Design pl_io_display, sky130hd; sources not shown.
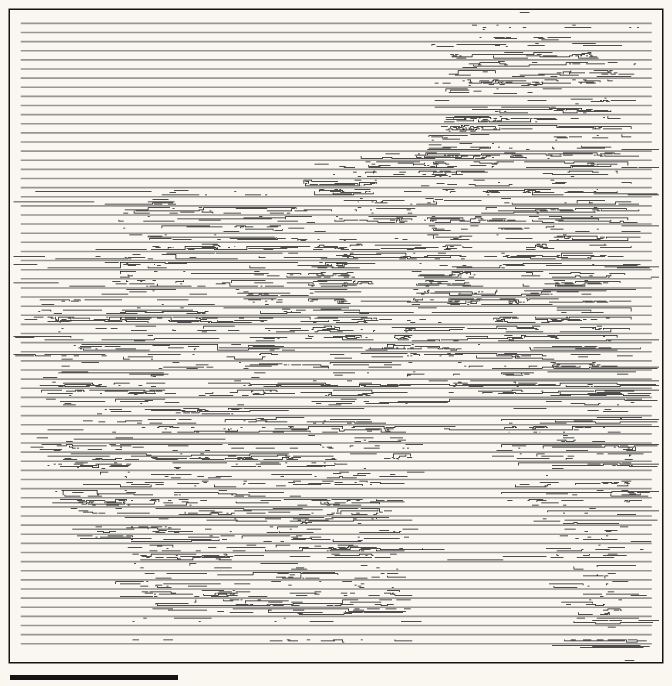
**Above:** run 1 (metal 1).
The bar under the picture is 50 um long. Supply wires on this layer in gray.
longest straight run	59.3 um
share of all routed wire	52%
routed vias: 6301
GR Util met1: 18.2%
Routed WL: 22500 um

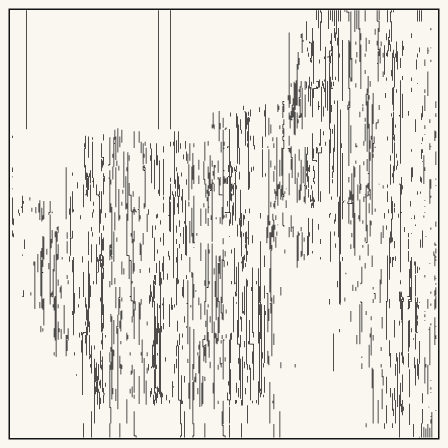
**Above:** run 1 (metal 2).
share of all routed wire	42%
nets with wire on the layer	856
wire length on this layer	9460 um
main direction	vertical
met2 GRT Util: 16.9%

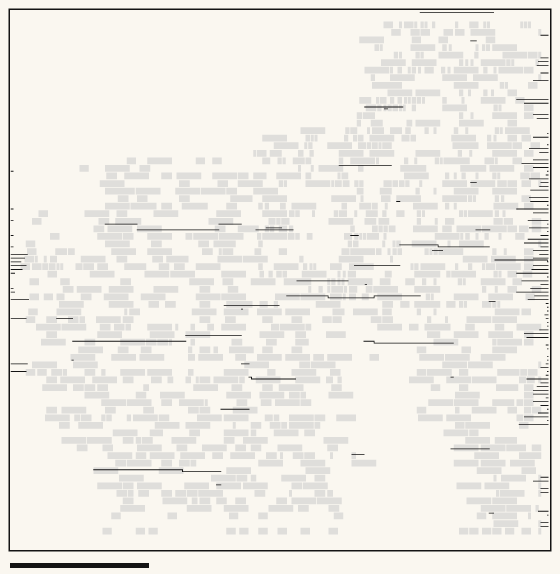
**Above:** run 1 (M3 wires).
The bar under the picture is 50 um long.
main direction	horizontal
wire length on this layer	907 um
GR Util met3: 1.99%

==> metrics.csv, run 1 <==
stage,metric,value,unit
finish,antennaDiodeCount,0,
power_and_ir_drop,ir_worst_vdd,0.352,mV
finish,multiInputCombCellCount,475,
synthesis,avgSynthCellArea,13.2,um^2
finish,buffer_area_share,11.1,%
finish,finalNetCount,997,
grt,antenna_found_initial,0,
synthesis,syn_area,10300,um^2
synthesis,top_area_cell,dfrtp_1,
power_and_ir_drop,maxPowerGroup,registers,
synthesis,yosys.area_share.xor_xnor,0.340,%
worst_setup_path,crit_chain,dlygate4sd2_1 -> mux4_2 -> nor3b_1 -> clkdlybuf4s50_1,
synthesis,adder_share,1.95,%
grt,grt_max_degree,86,
worst_setup_path,crit_slowest_cell,mux4_2,
finish,buffers,144,
route,final_antenna_net_count,0,
cts,cts_buffers,29,
cts,clockBufferDepth,3,
cts,tritoncts,built,
route,routed.top_layer,met4,
final_timing,holdWs,0.142,ns
finish,ff_count,253,
power_and_ir_drop,seq-power,3.77,mW
final_timing,slew_violations,0,
placement,port_buffers,128,
synthesis,top_cell,dfrtp_1,
placement,place_congestion,0.738,
finish,clkCellAreaFrac,7.12,%
finish,combGateArea,3640,um^2
job,cap_violations,0,
cts,cts_max_level,1,
floorplanning,die_h,194,um
power_and_ir_drop,switchingPower,1.88,mW
finish,synthToLayoutAreaGrowth,26.1,%
job,warning_count,36,
finish,largest_reg_flops,128,
grt,grt_overflow,0,
finish,biggestCellCategory,registers,
floorplanning,io_pins,156,
worst_setup_path,max_stage_delay,0.55,ns
placement,dp_cells,1341,
cts,cts_root_buf,clkbuf_16,
run_status,status,"complete, no violations",
finish,stdcell_count,1392,
placement,post-dp-hpwl,15100,um
synthesis,ys_seq_share,61.6,%
floorplanning,chip_area,37800,um^2
synthesis,numSynthFlops,253,
cts,ctsResizeCount,1,
power_and_ir_drop,p_per_area,606,nW/um^2
finish,inv_count,15,
route,via_per_inst,4.53,
worst_setup_path,critical_path_cell_count,4,
worst_setup_path,worst-r2r-cell-count,5,
grt,grt.total_usage,12.1,%
route,drt_pass1_iterations,5,
synthesis,ys_warn_count,0,
synthesis,synthTopCellsByArea,"dfrtp_1 (60%), mux2_2 (15%), o21ai_0 (3.9%)",
worst_setup_path,worstSetupEndpointType,output pin,
worst_setup_path,critPathMaxFanout,5,
cts,cts_sinks,253,
power_and_ir_drop,total_power,7.86,mW
grt,grt_pass1_vias,6289,
floorplanning,taps,455,
final_timing,hold_viol,0,
power_and_ir_drop,combPwrFrac,13.7,%
power_and_ir_drop,clk-power,3.01,mW
finish,fin_area,13000,um^2
final_timing,finalSetupTns,0,ns
power_and_ir_drop,pg_comb,1.08,mW
finish,seqCellArea,6340,um^2
power_and_ir_drop,p_seq_share,48.0,%
route,drtIter0Drc,258,
final_timing,max-slew-margin-rel,52.7,%
cts,clkTransAtPathRegs,0.06,ns
synthesis,ys_sh_simple,7.08,%
final_timing,period_needed,3.14,ns
grt,busiest_layer,met1,
floorplanning,core,34800,um^2
final_timing,finalCritPeriodShare,92.3,%
synthesis,ys_cells,782,
hold_path,hold_depth,0,
finish,clkbuf_count,39,
synthesis,mux_share,17.9,%
final_timing,timing.final.ws_setup,0.263,ns
synthesis,ff_type,dfrtp_1,
finish,lay_top_cells,"dfrtp_1 (245), mux2_2 (134), clkdlybuf4s50_1 (126)",
synthesis,top_cell_area_share,59.6,%
==> run 2, diff against run 1 <==
--- a/config.mk
+++ b/config.mk
@@ -8,6 +8,7 @@
 export CAP_MARGIN = 10
 export CORE_MARGIN = 3
 export CORE_UTILIZATION = 29
+export CTS_BUF_LIST = sky130_fd_sc_hd__clkbuf_8 sky130_fd_sc_hd__clkbuf_16
 export DETAILED_ROUTE_END_ITERATION = 6
 export MAX_ROUTING_LAYER = met4
 export PLACE_DENSITY_LB_ADDON = 0.2
==> constraint.sdc (replaced) <==
create_clock -name clock -period 2.55 [get_ports clock]
set_clock_uncertainty 0.2 [all_clocks]
set_input_delay 0.51 -clock clock [delete_from_list [all_inputs] [get_ports clock]]
set_output_delay 0.51 -clock clock [all_outputs]
set_load 0.01 [all_outputs]
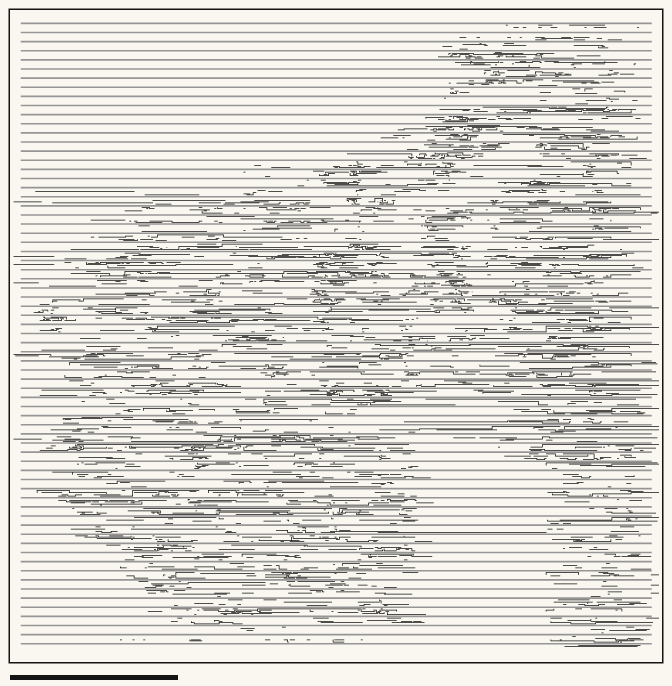
**Above:** run 2 (metal 1).
The bar under the picture is 50 um long. Supply wires on this layer in gray.
wire length on this layer	11700 um
longest straight run	63.9 um
routed vias: 6377
Routed WL: 22700 um
GR Util met1: 18.3%

==> metrics.csv, run 2 <==
stage,metric,value,unit,change
finish,buffer_area_share,11.7,%,+0.56 points
job,cap_violations,0,,unchanged
final_timing,holdWs,0.132,ns,-0.0103 ns
hold_path,hold_depth,0,,unchanged
grt,global_route.usage.met3,2.20,%,+0.21 points
cts,clkTransAtPathRegs,0.06,ns,about the same
finish,multiInputCombCellCount,475,,unchanged
synthesis,top_cell_area_share,59.6,%,unchanged
grt,antenna_found_initial,1,,+1
job,warning_count,36,,unchanged
final_timing,max-slew-margin-rel,59.3,%,+6.6 points
synthesis,synthTopCellsByArea,"dfrtp_1 (60%), mux2_2 (15%), o21ai_0 (3.9%)",,
finish,stdcell_count,1404,,+0.86%
final_timing,timing.final.ws_setup,0.112,ns,-0.151 ns
finish,combGateArea,3640,um^2,+0.14%
cts,cts_max_level,1,,unchanged
synthesis,top_area_cell,dfrtp_1,,
floorplanning,die_h,194,um,unchanged
finish,inv_count,15,,unchanged
power_and_ir_drop,ir_worst_vdd,0.481,mV,+37%
floorplanning,io_pins,156,,unchanged
placement,post-dp-hpwl,15400,um,+1.6%
synthesis,ys_warn_count,0,,unchanged
grt,grt_pass1_vias,6527,,+3.8%
synthesis,mux_share,17.9,%,unchanged
grt,busiest_layer,met1,,
cts,tritoncts,built,,
run_status,status,"complete, no violations",,
synthesis,top_cell,dfrtp_1,,
cts,ctsResizeCount,23,,+22
route,final_antenna_net_count,0,,unchanged
synthesis,numSynthFlops,253,,unchanged
final_timing,slew_violations,0,,unchanged
finish,clkCellAreaFrac,7.39,%,+0.28 points
power_and_ir_drop,p_seq_share,47.4,%,-0.6 points
grt,grt_max_degree,63,,-27%
floorplanning,taps,455,,unchanged
worst_setup_path,crit_chain,clkdlybuf4s50_1 -> mux4_2 -> nor3b_2 -> buf_2,,
worst_setup_path,worstSetupEndpointType,output pin,,
synthesis,ys_sh_simple,7.08,%,unchanged
synthesis,syn_area,10300,um^2,unchanged
power_and_ir_drop,switchingPower,2.51,mW,+33%
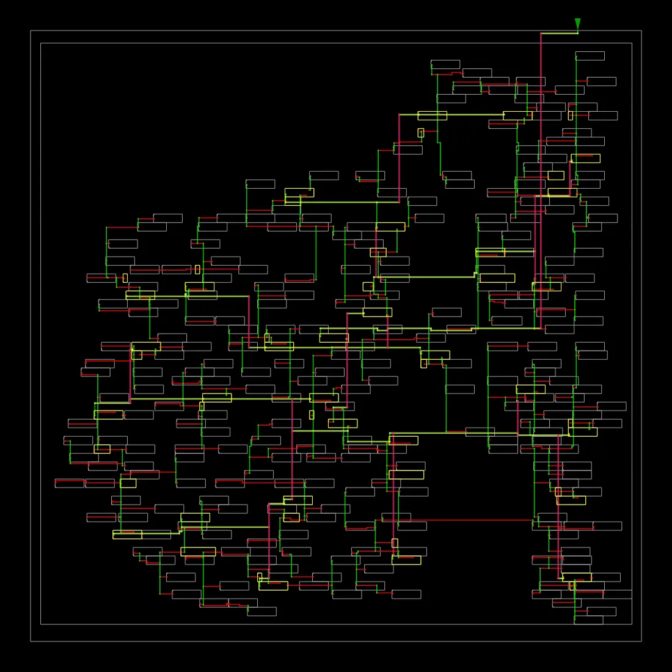
**Above:** run 2 (clock nets).
CTS Buf Count: 29
CTS sink count: 253

Power and IR drop assume default switching activity.
